### Where the registers sit

Other sequential cells in the stronger gray, the rest of the logic in the fainter gray.
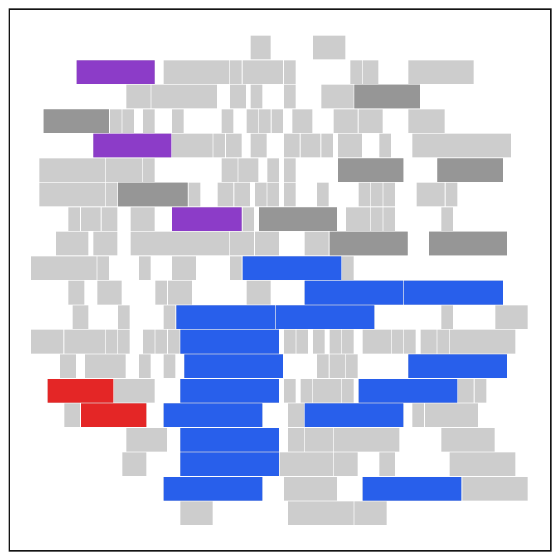
### Routed metal, one color a layer

The bar under the picture is 20 um long. Only two layers are drawn.
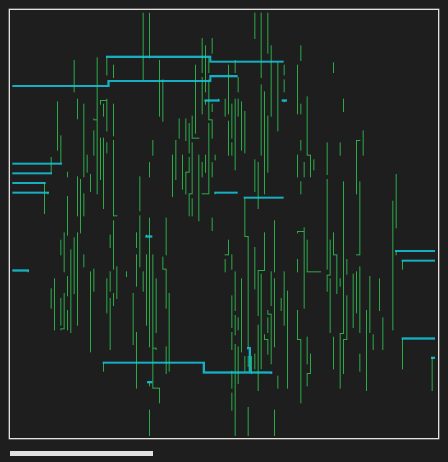
==> config.mk <==
export PLATFORM = sky130hd
export DESIGN_NAME = flux_fifo
export DESIGN_NICKNAME = d
export VERILOG_FILES = /design/src/rtl/multi_dataflow_pkg.sv /design/src/rtl/flux_fifo_lane.sv /design/src/rtl/flux_fifo.sv
export SDC_FILE = /design/constraint.sdc
export NUM_CORES = 1
export LEC_CHECK = 0
export ABC_AREA = 1
export CORE_MARGIN = 2
export CORE_UTILIZATION = 40
export CTS_BUF_LIST = sky130_fd_sc_hd__clkbuf_4
export CTS_CLUSTER_DIAMETER = 80
export CTS_CLUSTER_SIZE = 20
export DETAILED_ROUTE_END_ITERATION = 8
export GPL_ROUTABILITY_DRIVEN = 0
export SLEW_MARGIN = 15
export SYNTH_ARGS = -nofsm -noshare
export SYNTH_HDL_FRONTEND = slang
export SYNTH_SLANG_ARGS = --single-unit
==> constraint.sdc <==
create_clock -name clk -period 1.4 [get_ports clk]
set_input_delay 0.35 -clock clk [delete_from_list [all_inputs] [get_ports clk]]
set_output_delay 0.35 -clock clk [all_outputs]
set_load 0.1 [all_outputs]
==> impl_metrics.ini <==
; implementation run metrics
[cells_and_area]
comb_area_um2 = 492
layout_top_cells = nor2_1, edfxtp_1, inv_1
n_all_inverters = 20
final_common_cell = nor2_1
signal_buffers = 28
buf_share_pct = 19.9
drive_gt1_share_pct = 32.5
largest_cell_class = registers

[clock_network]
cts_setup_buffers = 0
postCtsResizedCells = 4
cts_buffers = 5

[detailed_routing]
drc = 0
met3_length_um = 135

[global_routing]
gr-usage-met2_pct = 22.7
busiest_layer = met2
antenna_found_initial = 0
globalRouteMet1Util_pct = 21.5

[power]
powerClk_mw = 0.853
intPower_mw = 2.03
pwr_density_cell_nw_per_um2 = 1800
swShare_pct = 38.7

[place]
place_inst = 193
hpwl_um = 1920

[sta]
worst_pin_slew_ps = 289
final_max_slew_viol_count = 0
setup_viol_count_final = 4
slew_headroom_pct = 80.7
setup_ws_ps = -333
finClkSkew_ps = 6.81

[setup_path]
path_depth = 4
path_delay_family = flip-flops
worstPathMaxFanout = 9
rrSetupSlack_ps = 110
cp-start-kind = flip-flop

[synth]
mappedNetlistArea_um2 = 1250
compound_area_share_pct = 7.20
netlist_top_cells_area = edfxtp_1, dfxtp_1, nor2_1

[status]
violations = setup timing
status = complete, but fails checks

[floorplanning]
fp.dieH_um = 59.9
Notes on 'Where the registers sit' above:
[red] g_lane.u_lane.wr_ptr | placed flops: 2
[purple] g_lane.u_lane.count | placed flops: 3
[blue] g_lane.u_lane.mem | placed flops: 16
not colored: 8
Reg area: 762 um2
Seq/total area: 41.5%
P_seq: 1.12 mW
Core Util, Final: 61.2%

Notes on 'Routed metal, one color a layer' above:
[cyan] met3 | wire length: 135 um
[green] met2 | wire length: 1120 um
gr usage total: 16.8%
Routed WL: 2470 um
via count: 981
wire per inst: 12.2 um

Power is estimated from default activity; no workload was simulated.
